## src/rtl/axi_read_arbiter.sv

```systemverilog
// axi_read_arbiter: two-master round-robin AR arbiter with one outstanding read and R routing back to the grant
module axi_read_arbiter #(
  parameter int ID_BITS   = 4,
  parameter int IDS_BITS  = 8,
  parameter int ADDR_BITS = 32,
  parameter int DATA_BITS = 32,
  parameter int LEN_BITS  = 4,
  parameter int SIZE_BITS = 3
) (
  input  logic                  clk,
  input  logic                  rst,
  input  logic [ID_BITS-1:0]    M0_ARID,
  input  logic [ADDR_BITS-1:0]  M0_ARADDR,
  input  logic [LEN_BITS-1:0]   M0_ARLEN,
  input  logic [SIZE_BITS-1:0]  M0_ARSIZE,
  input  logic [1:0]            M0_ARBURST,
  input  logic                  M0_ARVALID,
  output logic                  M0_ARREADY,
  output logic [ID_BITS-1:0]    M0_RID,
  output logic [DATA_BITS-1:0]  M0_RDATA,
  output logic [1:0]            M0_RRESP,
  output logic                  M0_RLAST,
  output logic                  M0_RVALID,
  input  logic                  M0_RREADY,
  input  logic [ID_BITS-1:0]    M1_ARID,
  input  logic [ADDR_BITS-1:0]  M1_ARADDR,
  input  logic [LEN_BITS-1:0]   M1_ARLEN,
  input  logic [SIZE_BITS-1:0]  M1_ARSIZE,
  input  logic [1:0]            M1_ARBURST,
  input  logic                  M1_ARVALID,
  output logic                  M1_ARREADY,
  output logic [ID_BITS-1:0]    M1_RID,
  output logic [DATA_BITS-1:0]  M1_RDATA,
  output logic [1:0]            M1_RRESP,
  output logic                  M1_RLAST,
  output logic                  M1_RVALID,
  input  logic                  M1_RREADY,
  output logic [IDS_BITS-1:0]   S_ARID,
  output logic [ADDR_BITS-1:0]  S_ARADDR,
  output logic [LEN_BITS-1:0]   S_ARLEN,
  output logic [SIZE_BITS-1:0]  S_ARSIZE,
  output logic [1:0]            S_ARBURST,
  output logic                  S_ARVALID,
  input  logic                  S_ARREADY,
  input  logic [IDS_BITS-1:0]   S_RID,
  input  logic [DATA_BITS-1:0]  S_RDATA,
  input  logic [1:0]            S_RRESP,
  input  logic                  S_RLAST,
  input  logic                  S_RVALID,
  output logic                  S_RREADY,
  output logic                  burst_err
);
  localparam int TAG_BITS = IDS_BITS - ID_BITS;
  typedef enum logic [1:0] {IDLE, ADDR, DATA} state_t;
  state_t state, state_n;
  logic last_grant, grant, win, acc, hs, r0, r1;
  logic [LEN_BITS-1:0] beat_cnt;
  logic [TAG_BITS-1:0] tag;
  // Routing trusts the registered grant, so the tag bits of S_RID are never looked at.
  logic unused_rid_tag;
  assign unused_rid_tag = ^S_RID[IDS_BITS-1:ID_BITS];
  assign win = (M0_ARVALID && M1_ARVALID) ? !last_grant : M1_ARVALID;
  assign tag = TAG_BITS'(win ? 2 : 1);
  always_ff @(posedge clk or negedge rst)
    if (!rst) state <= IDLE;
    else state <= state_n;
  always_comb begin
    state_n = state;
    acc = 1'b0;
    hs = 1'b0;
    M0_ARREADY = 1'b0;
    M1_ARREADY = 1'b0;
    S_ARVALID = 1'b0;
    S_RREADY = 1'b0;
    case (state)
      IDLE: begin
        acc = M0_ARVALID || M1_ARVALID;
        M0_ARREADY = acc && !win;
        M1_ARREADY = acc && win;
        state_n = acc ? ADDR : IDLE;
      end
      ADDR: begin
        S_ARVALID = 1'b1;
        state_n = S_ARREADY ? DATA : ADDR;
      end
      DATA: begin
        S_RREADY = grant ? M1_RREADY : M0_RREADY;
        hs = S_RVALID && S_RREADY;
        state_n = (hs && S_RLAST) ? IDLE : DATA;
      end
      default: state_n = IDLE;
    endcase
  end
  always_ff @(posedge clk or negedge rst)
    if (!rst) begin
      last_grant <= 1'b1;
      grant <= 1'b0;
      S_ARID <= '0;
      S_ARADDR <= '0;
      S_ARLEN <= '0;
      S_ARSIZE <= '0;
      S_ARBURST <= '0;
      beat_cnt <= '0;
      burst_err <= 1'b0;
    end else begin
      if (acc) begin
        grant <= win;
        last_grant <= win;
        S_ARID <= {tag, win ? M1_ARID : M0_ARID};
        S_ARADDR <= win ? M1_ARADDR : M0_ARADDR;
        S_ARLEN <= win ? M1_ARLEN : M0_ARLEN;
        S_ARSIZE <= win ? M1_ARSIZE : M0_ARSIZE;
        S_ARBURST <= win ? M1_ARBURST : M0_ARBURST;
        beat_cnt <= '0;
      end
      if (hs) begin
        beat_cnt <= beat_cnt + 1'b1;
        if (S_RLAST != (beat_cnt == S_ARLEN)) burst_err <= 1'b1;
      end
    end
  assign r0 = (state == DATA) && !grant;
  assign r1 = (state == DATA) && grant;
  assign M0_RVALID = r0 && S_RVALID;
  assign M0_RLAST = r0 && S_RLAST;
  assign M0_RID = r0 ? S_RID[ID_BITS-1:0] : '0;
  assign M0_RDATA = r0 ? S_RDATA : '0;
  assign M0_RRESP = r0 ? S_RRESP : '0;
  assign M1_RVALID = r1 && S_RVALID;
  assign M1_RLAST = r1 && S_RLAST;
  assign M1_RID = r1 ? S_RID[ID_BITS-1:0] : '0;
  assign M1_RDATA = r1 ? S_RDATA : '0;
  assign M1_RRESP = r1 ? S_RRESP : '0;
endmodule

```

## config.mk

```make
export PLATFORM = sky130hd
export DESIGN_NAME = axi_read_arbiter
export DESIGN_NICKNAME = d
export VERILOG_FILES = /design/src/rtl/axi_read_arbiter.sv
export SDC_FILE = /design/constraint.sdc
export NUM_CORES = 1
export LEC_CHECK = 0
export ABC_AREA = 0
export CAP_MARGIN = 15
export CORE_ASPECT_RATIO = 2
export CORE_MARGIN = 10
export CORE_UTILIZATION = 31
export DETAILED_ROUTE_END_ITERATION = 8
export HOLD_SLACK_MARGIN = 0.1
export PLACE_DENSITY = 0.79
export RECOVER_POWER = 25
export SYNTH_ARGS = -nofsm -noshare
export SYNTH_HDL_FRONTEND = slang
export SYNTH_SLANG_ARGS = --single-unit
```

## constraint.sdc

```tcl
create_clock -name clk -period 1.85 [get_ports clk]
set_input_delay 0.37 -clock clk [delete_from_list [all_inputs] [get_ports clk]]
set_output_delay 0.37 -clock clk [all_outputs]
set_load 0.005 [all_outputs]
```

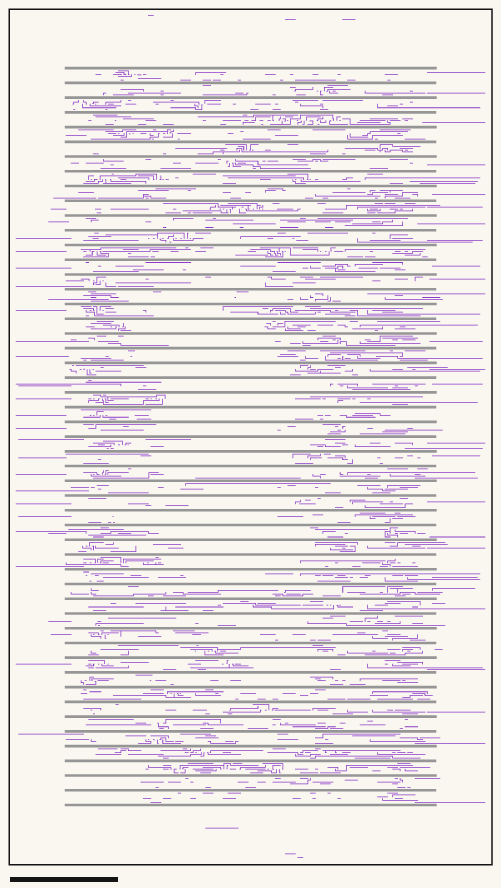
(images/layer_met1.png)
The bar under the picture is 20 microns long. Supply wires on this layer in grey.
The wires run mostly horizontal. 654 nets have wire on it. The layer holds 31% of the routed length.
grt met1 use: 0.165
final WL: 15800 microns

==> results.cfg <==
; yosys + openroad results
[outcome]
outcome = finished, violations left
violations = setup timing

[placed_design]
dp_hpwl_microns = 11600
io_buffers = 268
dp.cells = 662

[critical_path]
endpoint_kind = primary output
crit_cells = 8
worst_path_max_delay_cell = dfrtp_1
crit_fanout = 6
critPathTopFamily = buffers and inverters
cp_cell_sequence = nand2b_4 > nor2_4 > buf_12 > buf_6 > buf_6 > clkbuf_16 > and2_1 > buf_2
worstSetupPathType = reg2out
cp.arrival_ns = 1.65

[finish]
buf_share = 0.492
reg_top3 = S_ARADDR (32), S_ARID (5)
n_sequential_cell = 55
final.signal_buffer_count = 319
clk_share = 0.0251
largest_reg_flops = 32
stdcell_count = 699
final_nets = 736
comb_area_frac = 0.219
final_common_cell = clkdlybuf4s50_1
largestClassByArea = non-clock buffers
largest-register = S_ARADDR
stdcell_area_sq_mm = 0.00639

[power]
leakagePower_nw = 3.17
power_density_mw_per_mm2 = 1220
ir_worst_vdd_mv = 1.01

[clock_tree]
cts.sink_count = 55
numCtsBuffers = 5
cts_root_buf = clkbuf_16
cts_tree = built
cts.clk_slew.worst_paths_ns = 0.07
cts_max_level = 2

[final_timing]
maxSlewHeadroom = 0.513
period_needed_ns = 2.02
tns_ns = -6.72
finalSetupViolCount = 79
finClkSkew_ns = 0.00544
hold_violations = 0
worst_slack_ns = -0.168
slew_viol_final = 0

[grt]
grt_max_degree = 47
grt_pass1_vias = 3709
track_usage = 0.194
grt_pass1_wl_microns = 20800
antenna_found_initial = 0
gr-total-overflow = 0

[synth]
syn_inst = 293
yosysTopAreaCell = dfrtp_1
synth-async-reset-ratio = 1.00
ys_area_sq_mm = 0.00294
synthDominantCellAreaShare = 0.460
synthFlopType = dfrtp_1
edf_count = 0
ys_seq_share = 0.469
yosys_warnings = 0

[die]
die_w_microns = 88.8
rows = 50
num_tap_cells = 104
io_pins = 275
die_h_microns = 158
die_area_sq_mm = 0.0140

[job]
warning_count = 32
drv_cap = 0

[route]
wl_per_cell_microns = 22.7
ant_nets = 0
first_pass_iters = 7

[hold_path]
hp-class = in2async
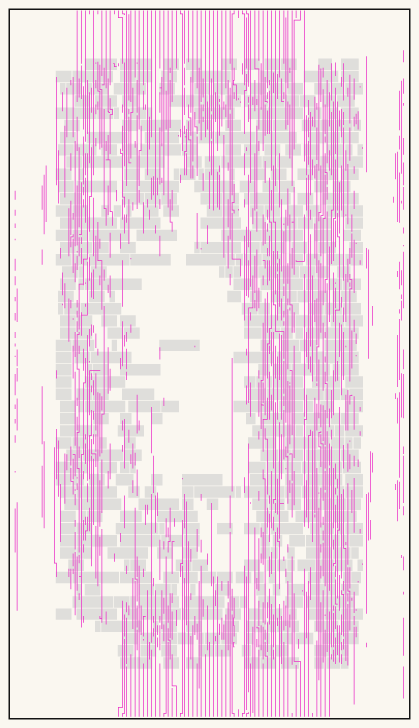
(images/layer_met2.png)
The longest straight run is 55.2 microns. 675 nets have wire on it. The layer carries 8560 microns of wire. The wires run mostly vertical.
DR vias: 3599
global routing met2 resource utilization: 0.381

synthesized netlist by cell type (all sizes together) (2+ instances only):
cell	count
dfrtp	54
inv	48
nor3b	2
and3	2
o21ai	5
buf	10
and2	80
a222oi	45
a21o	4
nand2b	3
xor2	5
nor2	3
clkbuf	16
nand3	4
path summary, 6_finish.rpt:
| check | start | endpoint | slack, ns |
|---|---|---|---|
| max | state[1] | M0_RRESP[0] | -0.17 |
| min | rst | S_ARADDR[0] | 0.43 |
| max reg2reg | state[1] | S_ARID[3] | 0.10 |
| min reg2reg | burst_err | burst_err | 0.48 |
| max in group asynchronous | rst | grant | 0.42 |
| min in group clk | burst_err | burst_err | 0.48 |
layer usage:
metal | routed length [microns] | vias up | part of all wire | track usage
met3 | 1700 | 40 | 0.11 | 0.0659
met4 | 665 | 0 | 0.042 | 0.0852
met2 | 8560 | 221 | 0.54 | 0.381
met5 | 0 | - | 0 | 0
li1 | - | 1617 | - | -
met1 | 4920 | 1721 | 0.31 | 0.165
repair_timing:
action                                  4_1_cts  5_1_grt
endpoints found under the setup margin       83      127
resized                                     253      197
pin swaps                                    21       18
buffers inserted                             12       10
cloned                                        6        3
hold buffers                                  1        0
hold endpoints to repair                      2        0
where the power goes:
group / leakage (nW) / internal [mW] / switching, mW
sequential: 0.682 / 1.77 / 0.375
combinational: 2.41 / 2.81 / 1.87
clock: 0.0761 / 0.576 / 0.418
total: 3.17 / 5.16 / 2.67
cell families after synthesis:
group	after synthesis	share of synthesized area
xor+xnor	6	0.0179
simple gates	98	0.209
other cells	1	0.00128
flops	55	0.469
buf+inv	74	0.114
compound gates	57	0.180
mux	1	0.00384
fa+ha+maj	1	0.00426
Power and IR drop assume default switching activity.
